<file path="src/rtl/xillybus_wr128_ap_fifo_bridge.sv">
// Bridges one Xillybus 128-bit host-to-FPGA write channel into an HLS
// ap_fifo read port through a first-word-fall-through FIFO, with sticky
// error flags and an accepted-word counter for debug.
module xillybus_wr128_ap_fifo_bridge #(
  parameter int unsigned DATA_W = 128,
  parameter int unsigned ADDR_W = 4
) (
  input  logic              bus_clk,
  input  logic              bus_rst,
  input  logic              user_w_open,
  input  logic              user_w_wren,
  input  logic [DATA_W-1:0] user_w_data,
  output logic              user_w_full,
  output logic [DATA_W-1:0] ap_dout,
  output logic              ap_empty_n,
  input  logic              ap_read,
  output logic [ADDR_W:0]   level,
  output logic              overflow,
  output logic              underflow,
  output logic [31:0]       words_in
);

  localparam int unsigned     DEPTH    = 1 << ADDR_W;
  localparam logic [ADDR_W:0] FULL_LVL = (ADDR_W + 1)'(DEPTH);

  logic [DATA_W-1:0] mem [DEPTH];
  logic [ADDR_W-1:0] wr_ptr;
  logic [ADDR_W-1:0] rd_ptr;
  logic              open_q;

  logic              flush;
  logic              wr_ok;
  logic              rd_ok;
  logic              wr_drop;
  logic              rd_drop;
  logic [ADDR_W:0]   level_next;

  // Acceptance decisions and next occupancy, all from pre-edge level.
  always_comb begin
    flush      = user_w_open & ~open_q;
    wr_ok      = user_w_wren && (level != FULL_LVL) && !flush;
    rd_ok      = ap_read && (level != '0) && !flush;
    wr_drop    = user_w_wren && (level == FULL_LVL) && !flush;
    rd_drop    = ap_read && (level == '0) && !flush;
    level_next = level;
    if (flush) begin
      level_next = '0;
    end else begin
      case ({wr_ok, rd_ok})
        2'b10:   level_next = level + 1'b1;
        2'b01:   level_next = level - 1'b1;
        default: level_next = level;
      endcase
    end
  end

  // Control state: pointers, occupancy, registered flags, debug counters.
  always_ff @(posedge bus_clk) begin
    // open_q tracks the input even in reset so that a channel already open
    // when reset is released is not mistaken for a fresh open (which would
    // discard the first write).
    open_q <= user_w_open;
    if (bus_rst) begin
      wr_ptr      <= '0;
      rd_ptr      <= '0;
      level       <= '0;
      user_w_full <= 1'b0;
      ap_empty_n  <= 1'b0;
      overflow    <= 1'b0;
      underflow   <= 1'b0;
      words_in    <= '0;
    end else if (flush) begin
      wr_ptr      <= '0;
      rd_ptr      <= '0;
      level       <= '0;
      user_w_full <= 1'b0;
      ap_empty_n  <= 1'b0;
      overflow    <= 1'b0;
      underflow   <= 1'b0;
      words_in    <= '0;
    end else begin
      if (wr_ok) begin
        wr_ptr   <= wr_ptr + 1'b1;
        words_in <= words_in + 32'd1;
      end
      if (rd_ok) begin
        rd_ptr <= rd_ptr + 1'b1;
      end
      if (wr_drop) begin
        overflow <= 1'b1;
      end
      if (rd_drop) begin
        underflow <= 1'b1;
      end
      level       <= level_next;
      user_w_full <= (level_next == FULL_LVL);
      ap_empty_n  <= (level_next != '0);
    end
  end

  // Storage array; contents need no reset since ap_empty_n qualifies them.
  always_ff @(posedge bus_clk) begin
    if (!bus_rst && wr_ok) begin
      mem[wr_ptr] <= user_w_data;
    end
  end

  assign ap_dout = mem[rd_ptr];

endmodule

</file>
<file path="config.mk">
export PLATFORM = sky130hd
export DESIGN_NAME = xillybus_wr128_ap_fifo_bridge
export DESIGN_NICKNAME = d
export VERILOG_FILES = /design/src/rtl/xillybus_wr128_ap_fifo_bridge.sv
export SDC_FILE = /design/constraint.sdc
export NUM_CORES = 2
export LEC_CHECK = 0
export ABC_AREA = 1
export CAP_MARGIN = 20
export CORE_MARGIN = 3
export CORE_UTILIZATION = 61
export DETAILED_ROUTE_END_ITERATION = 10
export GPL_ROUTABILITY_DRIVEN = 0
export PLACE_DENSITY = 0.85
export SETUP_SLACK_MARGIN = 0.2
export SYNTH_ARGS = -nofsm -noshare
export SYNTH_HDL_FRONTEND = slang
export SYNTH_SLANG_ARGS = --single-unit
export TNS_END_PERCENT = 20
</file>
<file path="constraint.sdc">
create_clock -name bus_clk -period 14.1 [get_ports bus_clk]
set_input_delay 2.82 -clock bus_clk [delete_from_list [all_inputs] [get_ports bus_clk]]
set_output_delay 2.82 -clock bus_clk [all_outputs]
set_load 0.005 [all_outputs]
</file>
power_grid.png
Pins as bars on the die edge. Tap cells in gray.
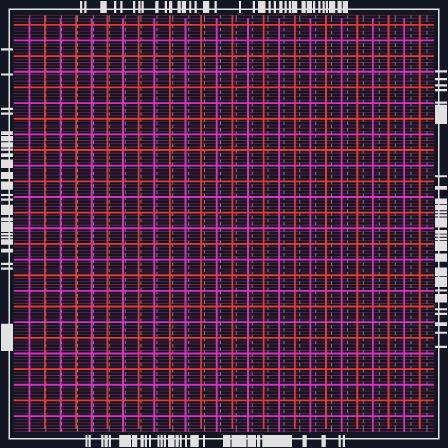
Red stands for VDD. Magenta stands for VSS.
302 signal pins sit on the boundary. 134 met1 rails follow the rows. 1,755 tap cells.
die extent in x: 372 microns
Peak VDD IR: 0.114 mV
chip height: 372 microns

==> results.sh <==
# implementation run metrics
export IMPL_p_leak_nw=29.3
export IMPL_syn_instance_count=5985
export IMPL_inv_count=70
export IMPL_yosys_warnings=0
export IMPL_drc_errors=0
export IMPL_relSlewSlack=0.104
export IMPL_powerClk_mw=5.08
export IMPL_maxCapViolCount=0
export IMPL_portBuffers=301
export IMPL_comb_area_sq_um=16900
export IMPL_htree_num_levels=4
export IMPL_row_count=133
export IMPL_holdCritStartpoint="rd_ptr[3]$_SDFFE_PP0N_"
export IMPL_totalWireLength_microns=211000
export IMPL_max_freq_ghz=0.115
export IMPL_p_comb_mw=1.48
export IMPL_fin_crit_sh=0.617
export IMPL_hold_viol=0
export IMPL_final_setup_viol_count=0
export IMPL_cpMostUsedCell="buf_4"
export IMPL_synthTopCellsByCount="2,048 x edfxtp_1, 1,181 x nor2_1, 1,096 x o21ai_0"
export IMPL_ys_sh_mux=0
export IMPL_top_power_group="registers"
export IMPL_comb_cells=3380
export IMPL_synth_seq_share=0.766
export IMPL_clock_cell_area_share=0.0671
export IMPL_worstPathCellList="inv_8 > buf_4 > buf_4 > o21ai_0 > o22ai_1 > nor2_1 > o21ai_1 > clkdlybuf4s50_1"
export IMPL_hold_class="reg2reg"
export IMPL_finalCriticalPeriod_ps=8700
export IMPL_wl_per_cell_microns=26.2
export IMPL_seq_power_mw=6.94
export IMPL_drtIter0Drc=8009
export IMPL_endpoint_kind="output port"
export IMPL_sh_comb_area=0.184
export IMPL_chipArea_sq_um=138000
export IMPL_path_clk_slew_ps=60
export IMPL_crit_path_max_incr_delay_ps=950
export IMPL_area_share_nonclk_buffers=0.0413
export IMPL_async_reset_ff_frac=0
export IMPL_detailedPlacementHpwl_microns=99700
export IMPL_r2r_end="mem[14][111]$_DFFE_PP_"
export IMPL_ys_sh_simple=0.0720
export IMPL_numCtsBuffers=195
export IMPL_layout_drive_gt1_share=0.0607
export IMPL_buffers=384
export IMPL_crit_end="ap_dout[7]"
export IMPL_r2r_start="level[0]$_SDFF_PP0_"
export IMPL_flop_cell="edfxtp_1"
export IMPL_vias_per_cell=6.63
export IMPL_pre_cts_slack_ps=5900
export IMPL_p_int_mw=10.2
export IMPL_cp_data_required_time_ps=11280
export IMPL_drv_slew=0
export IMPL_final_common_cell="edfxtp_1"
export IMPL_ff_latch_area_sq_um=62600
export IMPL_wl_met1_microns=74700
export IMPL_highest_layer="met5"
export IMPL_clk_latency_ps=830
export IMPL_syn_cell_area_sq_um=81700
export IMPL_wl_met3_microns=25600
export IMPL_use_met1=0.395
export IMPL_status="completed"
export IMPL_final_cell_count_no_fill=8080
export IMPL_powerDensity_nw_per_um2=147
export IMPL_top_logic_kind="AND-OR/OR-AND gates"
export IMPL_yosys_area_share_adder=0.00138
export IMPL_arrival_ps=5880
export IMPL_met2_length_microns=102000
export IMPL_tapCellCount=1755
export IMPL_edf_count=2048
export IMPL_cts_tree="yes"
export IMPL_top_regs="mem: 2048 flops, words_in: 32 flops, level: 5 flops"
export IMPL_warnings=81
export IMPL_comb_power_share=0.109
export IMPL_clock_sinks=2102
export IMPL_fin_area_sq_um=92100
export IMPL_initCoreUtil=0.618
export IMPL_synth_avg_cell_area_sq_um=13.6
export IMPL_core_area_sq_um=132000
export IMPL_largest_reg_flops=2048
export IMPL_rr_worst_depth=10
export IMPL_hold_buffers=0
export IMPL_p_switching_mw=3.29
export IMPL_yosysTopAreaCell="edfxtp_1"
export IMPL_clockBufferDepth=3
export IMPL_final_nets=6275
export IMPL_vias=53600
export IMPL_num_antenna_cells=31
congestion.png
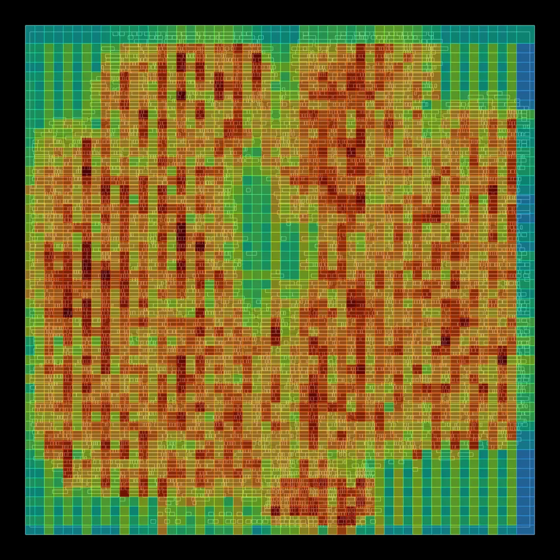
GRT busiest layer: met2
GRT Total Usage: 0.302
met2 usage: 0.484

